[src/rtl/cube_spi_frame_rx.sv]
// rtl/cube_spi_frame_rx.sv - SPI receiver for the 54-square cube orientation frame
// Synchronises the MC SPI pins, validates the frame and commits it to a double-buffered output.
module cube_spi_frame_rx #(
   parameter int NUM_BYTES   = 54,
   parameter int SYNC_STAGES = 2,
   parameter int MAX_CODE    = 5
) (
   input  logic                   clk,
   input  logic                   reset,
   input  logic                   sck,
   input  logic                   sdi,
   input  logic                   load,
   output logic [NUM_BYTES*8-1:0] orientation,
   output logic                   frame_valid,
   input  logic                   frame_ack,
   output logic                   frame_error,
   output logic                   done,
   output logic [5:0]             byte_count
);

   localparam int W = NUM_BYTES * 8;

   typedef enum logic [1:0] {IDLE, RECEIVE, CHECK, HOLD} state_t;

   state_t state, next_state;

   logic [SYNC_STAGES-1:0] sck_sync, sdi_sync, load_sync;
   logic                   sck_d, load_d;
   logic                   sck_s, sdi_s, load_s;
   logic                   sck_rise, load_rise, load_fall;

   logic [W-1:0] shreg;
   logic [2:0]   bit_cnt;
   logic         code_err, ovf;
   logic         frame_ok, start, shift, accept, reject;

   // load chain resets high so a transfer already running at reset release shows no rising edge
   always_ff @(posedge clk or posedge reset) begin
      if (reset) begin
         sck_sync  <= '0;
         sdi_sync  <= '0;
         load_sync <= '1;
         sck_d     <= 1'b0;
         load_d    <= 1'b1;
      end else begin
         sck_sync  <= {sck_sync[SYNC_STAGES-2:0], sck};
         sdi_sync  <= {sdi_sync[SYNC_STAGES-2:0], sdi};
         load_sync <= {load_sync[SYNC_STAGES-2:0], load};
         sck_d     <= sck_s;
         load_d    <= load_s;
      end
   end

   assign sck_s     = sck_sync[SYNC_STAGES-1];
   assign sdi_s     = sdi_sync[SYNC_STAGES-1];
   assign load_s    = load_sync[SYNC_STAGES-1];
   assign sck_rise  = sck_s & ~sck_d;
   assign load_rise = load_s & ~load_d;
   assign load_fall = ~load_s & load_d;

   assign frame_ok = (bit_cnt == 3'd0) && (byte_count == 6'(NUM_BYTES)) && !code_err && !ovf;

   always_ff @(posedge clk or posedge reset) begin
      if (reset) state <= IDLE;
      else       state <= next_state;
   end

   always_comb begin
      next_state = state;
      start      = 1'b0;
      shift      = 1'b0;
      accept     = 1'b0;
      reject     = 1'b0;
      case (state)
         IDLE: begin
            if (load_rise) begin
               start      = 1'b1;
               next_state = RECEIVE;
            end
         end
         RECEIVE: begin
            shift = sck_rise & load_s;
            if (load_fall) next_state = CHECK;
         end
         CHECK: begin
            if (frame_ok) begin
               accept     = 1'b1;
               next_state = HOLD;
            end else begin
               reject     = 1'b1;
               next_state = frame_valid ? HOLD : IDLE;
            end
         end
         HOLD: begin
            if (load_rise) begin
               start      = 1'b1;
               next_state = RECEIVE;
            end else if (frame_ack && frame_valid) begin
               next_state = IDLE;
            end
         end
         default: next_state = IDLE;
      endcase
   end

   always_ff @(posedge clk or posedge reset) begin
      if (reset) begin
         shreg       <= '0;
         bit_cnt     <= 3'd0;
         byte_count  <= 6'd0;
         code_err    <= 1'b0;
         ovf         <= 1'b0;
         orientation <= '0;
         frame_valid <= 1'b0;
         frame_error <= 1'b0;
         done        <= 1'b0;
      end else begin
         frame_error <= reject;
         if (start) begin
            bit_cnt    <= 3'd0;
            byte_count <= 6'd0;
            code_err   <= 1'b0;
            ovf        <= 1'b0;
         end else if (shift) begin
            shreg   <= {shreg[W-2:0], sdi_s};
            bit_cnt <= bit_cnt + 3'd1;
            if (bit_cnt == 3'd7) begin
               if (byte_count != 6'd63) byte_count <= byte_count + 6'd1;
               if (byte_count >= 6'(NUM_BYTES)) ovf <= 1'b1;
               if ({shreg[6:0], sdi_s} > 8'(MAX_CODE)) code_err <= 1'b1;
            end
         end
         // a commit in the same cycle as an ack keeps the new frame valid
         if (accept) begin
            orientation <= shreg;
            frame_valid <= 1'b1;
            done        <= 1'b0;
         end else if (frame_ack && frame_valid) begin
            frame_valid <= 1'b0;
            done        <= 1'b1;
         end
      end
   end

endmodule

[config.mk]
export PLATFORM = sky130hd
export DESIGN_NAME = cube_spi_frame_rx
export DESIGN_NICKNAME = d
export VERILOG_FILES = /design/src/rtl/cube_spi_frame_rx.sv
export SDC_FILE = /design/constraint.sdc
export NUM_CORES = 2
export LEC_CHECK = 0
export ABC_AREA = 1
export CELL_PAD_IN_SITES_DETAIL_PLACEMENT = 2
export CELL_PAD_IN_SITES_GLOBAL_PLACEMENT = 2
export CORE_UTILIZATION = 35
export DETAILED_ROUTE_END_ITERATION = 6
export PLACE_DENSITY_LB_ADDON = 0.1
export SLEW_MARGIN = 0
export SYNTH_ARGS = -nofsm -noshare
export SYNTH_HDL_FRONTEND = slang
export SYNTH_SLANG_ARGS = --single-unit
export TNS_END_PERCENT = 1
[constraint.sdc]
create_clock -name clk -period 46.5 [get_ports clk]
set_clock_uncertainty 0.15 [all_clocks]
set_input_delay 11.625 -clock clk [delete_from_list [all_inputs] [get_ports clk]]
set_output_delay 11.625 -clock clk [all_outputs]
set_load 0.005 [all_outputs]
**Sequential cells grouped by signal name**

Bar = 100 microns. Other sequential cells in the stronger gray, the rest of the logic in the fainter gray.
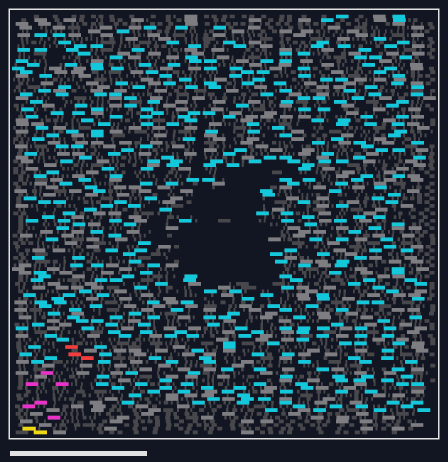
Magenta shows byte_count, flops 6, where lower left. Cyan shows shreg, flops 432, where widely spread. Red shows bit_cnt, flops 3. Yellow shows load_sync, flops 2.
Flop area: 0.0222 sq mm
Layout Utilization: 44.2%
Seq area share: 52.6%

**The clock network**

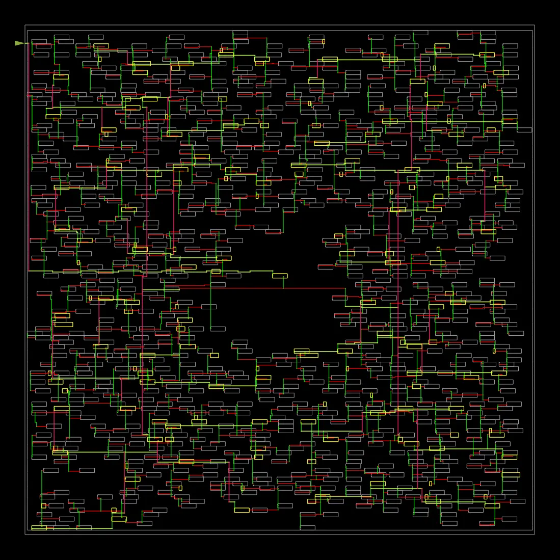
clock sink total: 888
num sequential: 888
Latency at later pin: 0.66 ns

**Routed metal, one color a layer**

Bar = 100 microns.
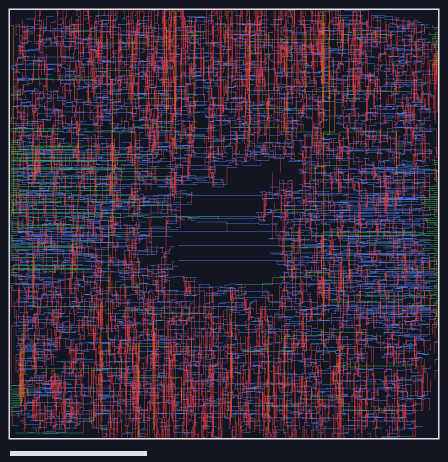
Red shows met2, wire length 46.8 mm. Green shows met3, wire length 4,720 microns. Orange shows met4, wire length 2,600 microns. Blue shows met1, wire length 40.2 mm.
DRT Wirelength: 94.4 mm
Vias: 24,000
drt wl/cell: 18.6 microns
Total Routing Usage GR: 19.5%

==> flow_summary.toml <==
# implementation run metrics
[status]
status = "completed"

[layout]
clk_share_pct = 7.61
lay_top_cells = "nand2_1, dfrtp_1, inv_1, clkdlybuf4s50_1, o21ai_0"
nNonClkInverters = 453
logic_gates = 1822
drive_above_1_share_pct = 10.2
area_delta_synth_final_pct = 24.5
sh_comb_area_pct = 20.9
final-comb-area_sq_mm = 0.00885
stdcell_area_sq_mm = 0.0423

[die]
chipHeight_microns = 313
io-pin-count = 447
chip_area_sq_mm = 0.0983
placementRows = 113

[synth]
synth-async-reset-ratio_pct = 100
ys_sh_simple_pct = 10.5
ys_top_logic_family = "AND-OR/OR-AND gates"
top_cells_by_area = "dfrtp_1, nand2_1, o21ai_0"
yosysTopAreaCellShare_pct = 65.2
ys_cells = 3354
numSynthFlops = 888
edf_count = 0
synthMuxAreaShare_pct = 0
synth.avg_cell_area_sq_um = 10.1
yosysSeqAreaShare_pct = 65.5

[hold_path]
hp-class = "flip-flop to flip-flop"

[global_route]
grt_use_met1_pct = 24.3
grt_pass1_vias = 27400

[power]
powerDensity_mw_per_mm2 = 38.1
pwr-share-comb_pct = 3.3
p_sw_uw = 364

[route]
wl_met2_mm = 46.8
routed.top_layer = "met4"

[final_timing]
finalSetupTns_ns = 0
rsz0062_at_grt = "no"
worstMarginPinSlew_ns = 1.17

[setup_path]
path_class = "input pin to asynchronous set/reset pin"
slowest_stage = "buf_4"

[cts]
cts_tree = "done"
cts_setup_buffers = 0
cts.clk_slew.worst_paths_ns = 0.05
## registers in the layout, indices dropped and copies added, names as in the netlist
register,flops
bit_cnt,3
byte_count,6
code_err,1
done,1
frame_error,1
frame_valid,1
load_d,1
load_sync,2
orientation,432
ovf,1
sck_d,1
sck_sync,2
sdi_sync,2
shreg,432
state,2
## worst paths after layout
path | startpoint | cells after the start | slack (ns) | to
worst max-delay path | reset | 5 | 31.50 | shreg[136]
worst min-delay path | sck_sync[0] | 0 | 0.20 | sck_sync[1]
worst max register to register | state[0] | 9 | 41.30 | shreg[64]
worst min register to register | sck_sync[0] | 0 | 0.20 | sck_sync[1]
max in group clk | orientation[379] | 1 | 32.99 | orientation[379]
min in group asynchronous | reset | 2 | 11.43 | orientation[360]
## critical path, delay by kind of cell
family | cells | cell delay [ns]
buf+inv | 5 | 3.71
Power is estimated from default activity; no workload was simulated.
